==> run_1/flops_by_reg.png <==
The bar under the picture is 50 µm long. Other sequential cells in the stronger gray, the rest of the logic in the fainter gray.
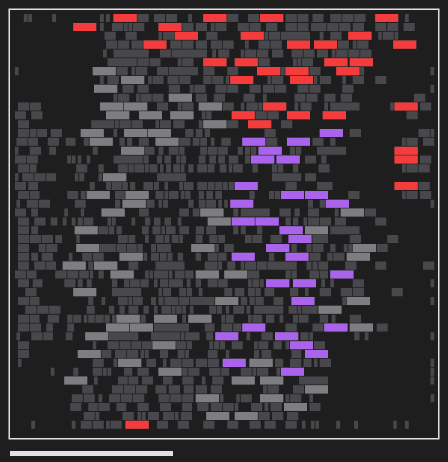
==> run_1/congestion.png <==
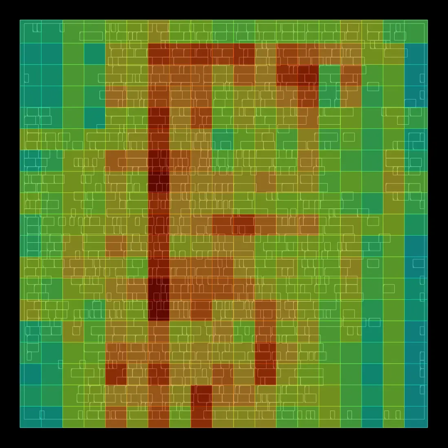
==> run_1/placement_by_type.png <==
The bar under the picture is 50 µm long.
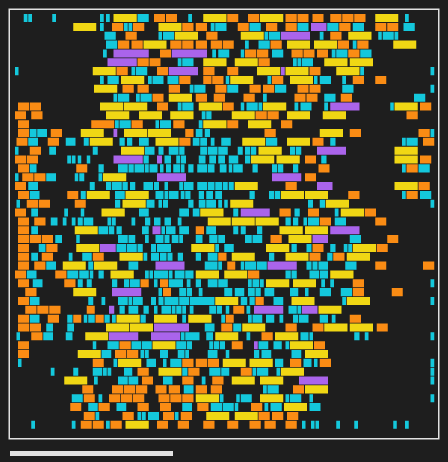
--- src/rtl/if_stage.sv ---
// Instruction-fetch stage: PC register, IF/ID pipeline register and EX-driven redirect.
// Optional fetch counter enabled by defining IF_FETCH_CNT_EN.
module if_stage #(
    parameter logic [31:0] RESET_PC = 32'h0000_3000,
    parameter logic [31:0] NOP_INST = 32'h0000_0013
) (
    input  logic        clk,
    input  logic        rstn,
    input  logic        stall,
    input  logic        ex_valid,
    input  logic [2:0]  ex_pc_sel,
    input  logic        ex_br_taken,
    input  logic [31:0] ex_pc_imm,
    input  logic [31:0] ex_alu_out,
    output logic [31:0] imem_addr,
    input  logic [31:0] imem_rdata,
    output logic [31:0] if_id_pc,
    output logic [31:0] if_id_pc4,
    output logic [31:0] if_id_inst,
    output logic        if_id_valid,
    output logic        redirect,
    output logic        misalign,
    output logic [31:0] fetch_cnt
);

    localparam logic [2:0] SEL_ALU = 3'b010;
    localparam logic [2:0] SEL_IMM = 3'b011;

    logic [31:0] pc_q, pc_d;
    logic [31:0] id_pc_q, id_pc_d;
    logic [31:0] id_pc4_q, id_pc4_d;
    logic [31:0] id_inst_q, id_inst_d;
    logic        id_valid_q, id_valid_d;
    logic        misalign_q, misalign_d;
    logic [31:0] target;
    logic [31:0] pc_plus4;
    logic        fetch_en;

    // Unlisted select codes fall through to sequential fetch.
    assign redirect = ex_valid &&
                      ((ex_pc_sel == SEL_ALU) || ((ex_pc_sel == SEL_IMM) && ex_br_taken));
    assign target   = (ex_pc_sel == SEL_ALU) ? (ex_alu_out & 32'hFFFF_FFFE) : ex_pc_imm;
    assign pc_plus4 = pc_q + 32'd4;
    assign fetch_en = !redirect && !stall;

    always_comb begin
        pc_d       = pc_q;
        id_pc_d    = id_pc_q;
        id_pc4_d   = id_pc4_q;
        id_inst_d  = id_inst_q;
        id_valid_d = id_valid_q;
        misalign_d = 1'b0;
        if (redirect) begin
            // Bubble wins even if the hazard unit asks to stall.
            pc_d       = target & 32'hFFFF_FFFC;
            id_pc_d    = 32'd0;
            id_pc4_d   = 32'd0;
            id_inst_d  = NOP_INST;
            id_valid_d = 1'b0;
            misalign_d = target[1];
        end else if (fetch_en) begin
            pc_d       = pc_plus4;
            id_pc_d    = pc_q;
            id_pc4_d   = pc_plus4;
            id_inst_d  = imem_rdata;
            id_valid_d = 1'b1;
        end
    end

    always_ff @(posedge clk) begin
        if (!rstn) begin
            pc_q       <= RESET_PC;
            id_pc_q    <= 32'd0;
            id_pc4_q   <= 32'd0;
            id_inst_q  <= NOP_INST;
            id_valid_q <= 1'b0;
            misalign_q <= 1'b0;
        end else begin
            pc_q       <= pc_d;
            id_pc_q    <= id_pc_d;
            id_pc4_q   <= id_pc4_d;
            id_inst_q  <= id_inst_d;
            id_valid_q <= id_valid_d;
            misalign_q <= misalign_d;
        end
    end

`ifdef IF_FETCH_CNT_EN
    logic [31:0] cnt_q, cnt_d;

    always_comb begin
        cnt_d = cnt_q;
        if (fetch_en && (cnt_q != 32'hFFFF_FFFF)) begin
            cnt_d = cnt_q + 32'd1;
        end
    end

    always_ff @(posedge clk) begin
        if (!rstn) begin
            cnt_q <= 32'd0;
        end else begin
            cnt_q <= cnt_d;
        end
    end

    assign fetch_cnt = cnt_q;
`else
    assign fetch_cnt = 32'd0;
`endif

    assign imem_addr   = pc_q;
    assign if_id_pc    = id_pc_q;
    assign if_id_pc4   = id_pc4_q;
    assign if_id_inst  = id_inst_q;
    assign if_id_valid = id_valid_q;
    assign misalign    = misalign_q;

endmodule

--- config.mk ---
export PLATFORM = sky130hd
export DESIGN_NAME = if_stage
export DESIGN_NICKNAME = d
export VERILOG_FILES = /design/src/rtl/if_stage.sv
export SDC_FILE = /design/constraint.sdc
export NUM_CORES = 1
export LEC_CHECK = 0
export ABC_CLOCK_PERIOD_IN_PS = 3500
export CORE_MARGIN = 1
export CORE_UTILIZATION = 35
export DETAILED_ROUTE_END_ITERATION = 8
export PLACE_DENSITY = 0.71
export SLEW_MARGIN = 20
export SYNTH_ARGS = -nofsm -noshare
export SYNTH_HDL_FRONTEND = slang
export SYNTH_SLANG_ARGS = --single-unit
export TNS_END_PERCENT = 1
--- constraint.sdc ---
create_clock -name clk -period 3.5 [get_ports clk]
set_clock_uncertainty 0.05 [all_clocks]
set_input_delay 0.35 -clock clk [delete_from_list [all_inputs] [get_ports clk]]
set_output_delay 0.35 -clock clk [all_outputs]
set_load 0.01 [all_outputs]
==> flow_summary_export.csv, run 1 <==
group,metric,value,unit
sta,final-max-slew-violation-count,0,
worst_setup_path,regToRegEndpoint,"imem_addr[22]$_SDFFE_PN0P_",
worst_setup_path,critPathSlowestCell,"sky130_fd_sc_hd__or4_1",
worst_setup_path,worst-path-max-fanout,7,
yosys,synth.distinct_cells,46,
layout,area.share.combinational,34.3,%
layout,layout_cell_share_with_drive_strength_beyond_1,5.73,%
worst_setup_path,setup.worst_path.end,"imem_addr[22]$_SDFFE_PN0P_",
sta,number_of_failing_setup_endpoints_in_the_final_timing_report,0,
drt,drtPass1Iterations,5,
clocking,clkTransAtPathRegs,0.05,ns
layout,nonClockBufferCount,239,
worst_setup_path,setup.worst_path.start_class,"register",
worst_setup_path,slowest_delay,0.72,ns
drt,highest_layer,"met4",
placed_design,place_congestion,0.787,
power_and_ir_drop,design_power_total,3.94,mW
clocking,worst_skew_pair.late_latency,0.42,ns
layout,clockBufferCount,25,
layout,layout_top_cells,"sky130_fd_sc_hd__clkdlybuf4s50_1 (225), sky130_fd_sc_hd__dfxtp_1 (124), sky130_fd_sc_hd__nor2_1 (88), sky130_fd_sc_hd__mux2i_1 (61), sky130_fd_sc_hd__nand2_1 (46)",
yosys,common_cells,"sky130_fd_sc_hd__dfxtp_1 (124), sky130_fd_sc_hd__nor2_1 (89), sky130_fd_sc_hd__mux2i_1 (61), sky130_fd_sc_hd__nand2_1 (47)",
run_status,status,"finished clean",
worst_setup_path,cp_num_buf_inv,0,
layout,insertedDiodeCount,0,
power_and_ir_drop,power_of_the_combinational_group,558,µW
clocking,tritoncts,"built",
placed_design,dp.final_hpwl,12800,µm
layout,largest_reg_flops,32,
clocking,post-cts-setup-buffer-count,0,
global_routing,grt_overflow,0,
drt,detailroute.wirelength.met2,8310,µm
power_and_ir_drop,leakage,3.34,nW
global_routing,track_usage,21.1,%
drt,remaining_drc_errors,0,
layout,most_instantiated_logic_cell_after_routing,"sky130_fd_sc_hd__clkdlybuf4s50_1",
layout,logic_gates,488,
clocking,cts_resized,0,
yosys,synthMuxAreaShare,10.4,%
placed_design,detailed_place.area,0.00817,mm²
layout,syn2layout_area_growth,49.2,%
power_and_ir_drop,pwr_density_cell,448,mW/mm²
yosys,adder_share,0.213,%
yosys,yosys-dominant-comb-family,"simple AND/OR/NAND/NOR gates",
drt,met3_length,1030,µm
power_and_ir_drop,clock_power,1.83,mW
yosys,yosys-top-cells-area,"sky130_fd_sc_hd__dfxtp_1 (42%), sky130_fd_sc_hd__mux2i_1 (10%), sky130_fd_sc_hd__nor2_1 (5.7%)",
job,warning_count,28,
worst_setup_path,crit_chain,"ha_1, nand3_1, or4_1, or3_1, a221oi_1, a2111oi_0",
die,well_tap_count,220,
layout,inverters,8,
yosys,synth.cellmix.xorXnorShare,7.89,%
placed_design,port_buffers,226,
yosys,ys.flop_type,"sky130_fd_sc_hd__dfxtp_1",
yosys,synthesized_instance_count,678,
die,io_pins,267,
min_path,worstHoldStart,"stall",
die,floorplan.die_area,0.0173,mm²
clocking,clockBufferDepth,2,
min_path,hold_path.class,"input port to register",
die,floorplanUtilization,35.6,%
worst_setup_path,critical_path_arrival,2.91,ns
min_path,min_delay_worst_endpoint,"if_id_pc[27]$_SDFFE_PP0P_",
yosys,asyncSetResetFlopFracSynth,0,%
power_and_ir_drop,share_seq_of_total_power,39.4,%
power_and_ir_drop,net-switching-power,936,µW
sta,finalSetupTns,0,ns
yosys,synthesis.area,0.00589,mm²
sta,worst_slack,0.817,ns
power_and_ir_drop,pwr-share-clk,46.4,%
## Picture notes: flops_by_reg.png
Purple shows `if_id_pc4`, placed flops 30. Red shows `if_id_inst`, placed flops 32.
fraction of area in registers: 28.3%
power attributed to sequential cells: 1.55 mW

## Picture notes: congestion.png
met2 track demand over resource: 32.5%
Routed WL per cell: 16.1 µm
utilization after layout: 53.1%
GRT met3 Usage: 4.75%

## Picture notes: placement_by_type.png
Orange shows remaining buffers and delay cells, cells 239, share of their area 28%. Purple shows clock drivers and dummy loads, cells 31, share of their area 7.2%. Cyan shows combinational and other logic, cells 496, share of their area 36%. Yellow shows sequential cells, cells 124, share of their area 29%.
placeable core region: 0.0165 mm²
number of rows in the core area: 47
Final Cell Area: 0.00878 mm²

==> run_1/wires.png <==
The bar under the picture is 50 µm long. Two of the layers only.
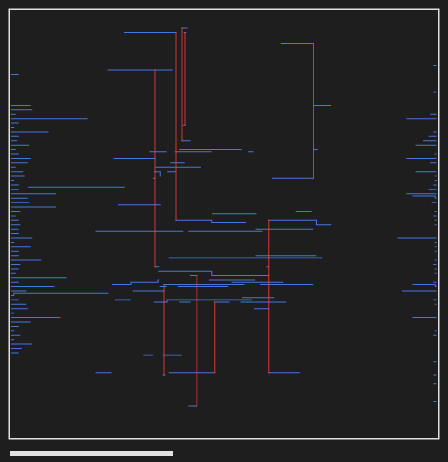

==> run 1 -> run 2 <==
ABC_CLOCK_PERIOD_IN_PS = 2800   (was 3500)
clock period = 2.8 ns   (was 3.5 ns; I/O delays follow)
==> run_2/wires.png <==
The bar under the picture is 50 µm long. Two of the layers only.
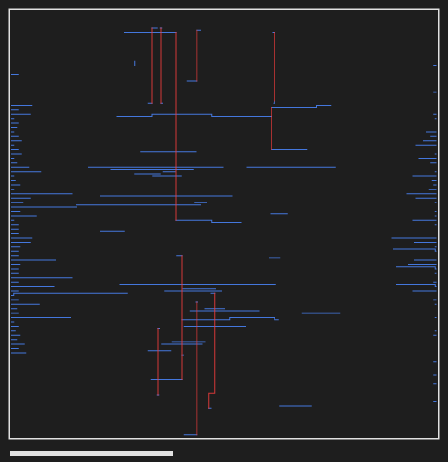
Blue shows metal 3, wire length 1000 µm. Red shows metal 4, wire length 290 µm.
via count: 5415
total wire length: 18000 µm
combined global-route utilization of all metal layers: 20.7%
Routed WL per cell: 16.0 µm

==> run_2/flops_by_reg.png <==
The bar under the picture is 50 µm long. Other sequential cells in the stronger gray, the rest of the logic in the fainter gray.
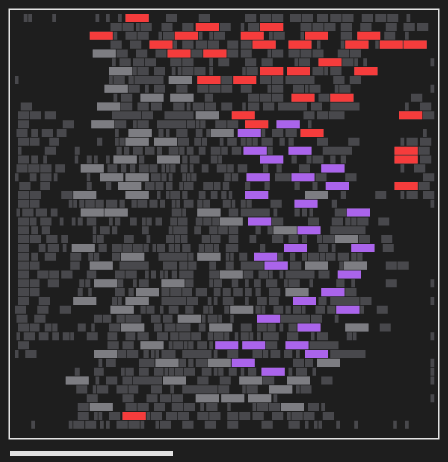
Purple shows `if_id_pc4`, placed flops 30. Red shows `if_id_inst`, placed flops 32.
power attributed to sequential cells: 1.93 mW
sequential cell area: 0.00248 mm²

==> run_2/congestion.png <==
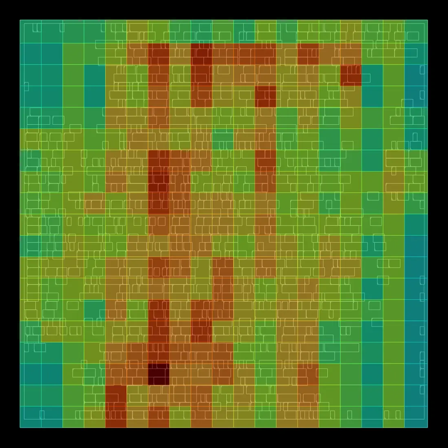
GRT met3 Usage: 4.90%
utilization after layout: 53.7%
met1 global-route usage: 28.2%
highest-utilization routing layer at the global route stage: met2
met2 track demand over resource: 31.8%

==> run 2 against run 1 <==
  * Non-clock buffer count rose by 12
  * Utilization up 0.55 points
  * Final area rose by 1.0%
  * First-iteration DRC count up 8.1%
  * Largest power group unchanged
==> flow_summary_export.csv, run 2 <==
group,metric,value,unit
power_and_ir_drop,clock_power,2.26,mW
run_status,status,"finished clean",
layout,seq_share,28.0,%
worst_setup_path,worst-path-max-fanout,6,
yosys,common_cells,"sky130_fd_sc_hd__dfxtp_1 (124), sky130_fd_sc_hd__nor2_1 (89), sky130_fd_sc_hd__mux2i_1 (61), sky130_fd_sc_hd__nand2_1 (47)",
layout,layout.cell_area.non_filler,0.00887,mm²
worst_setup_path,crit_chain,"ha_1, nand3_1, or4_1, or3_1, a221oi_1, a2111oi_0",
yosys,synthesis.area,0.00589,mm²
placed_design,place_congestion,0.780,
clocking,clockBufferDepth,2,
worst_setup_path,slowest_delay,0.68,ns
layout,most_instantiated_logic_cell_after_routing,"sky130_fd_sc_hd__clkdlybuf4s50_1",
drt,drtPass1Iterations,4,
layout,layout_top_cells,"sky130_fd_sc_hd__clkdlybuf4s50_1 (225), sky130_fd_sc_hd__dfxtp_1 (124), sky130_fd_sc_hd__nor2_1 (88), sky130_fd_sc_hd__mux2i_1 (61), sky130_fd_sc_hd__nand2_1 (46)",
power_and_ir_drop,design_power_total,4.92,mW
power_and_ir_drop,pwr_density_cell,554,mW/mm²
layout,inverters,8,
yosys,synth.cellmix.xorXnorShare,7.89,%
yosys,adder_share,0.213,%
drt,detailroute.wirelength.met2,8410,µm
power_and_ir_drop,pwr-share-clk,46.1,%
yosys,yosys-dominant-comb-family,"simple AND/OR/NAND/NOR gates",
worst_setup_path,regToRegEndpoint,"imem_addr[22]$_SDFFE_PN0P_",
layout,area.share.combinational,33.9,%
clocking,tritoncts,"built",
clocking,cts_resized,0,
sta,number_of_failing_setup_endpoints_in_the_final_timing_report,0,
die,well_tap_count,220,
die,io_pins,267,
die,floorplanUtilization,35.6,%
worst_setup_path,cp_num_buf_inv,0,
layout,syn2layout_area_growth,50.7,%
die,placeable_core_region,0.0165,mm²
die,floorplan.die_area,0.0173,mm²
layout,largest_reg_flops,32,
layout,logic_gates,488,
power_and_ir_drop,leakage,3.40,nW
yosys,asyncSetResetFlopFracSynth,0,%
power_and_ir_drop,net-switching-power,1.15,mW
worst_setup_path,setup.worst_path.start_class,"register",
drt,highest_layer,"met4",
worst_setup_path,critPathSlowestCell,"sky130_fd_sc_hd__or4_1",
placed_design,port_buffers,226,
worst_setup_path,setup.worst_path.end,"imem_addr[22]$_SDFFE_PN0P_",
clocking,worst_skew_pair.late_latency,0.41,ns
worst_setup_path,critical_path_arrival,2.62,ns
Power figures rest on the tool's default switching activity, not on a simulated workload.
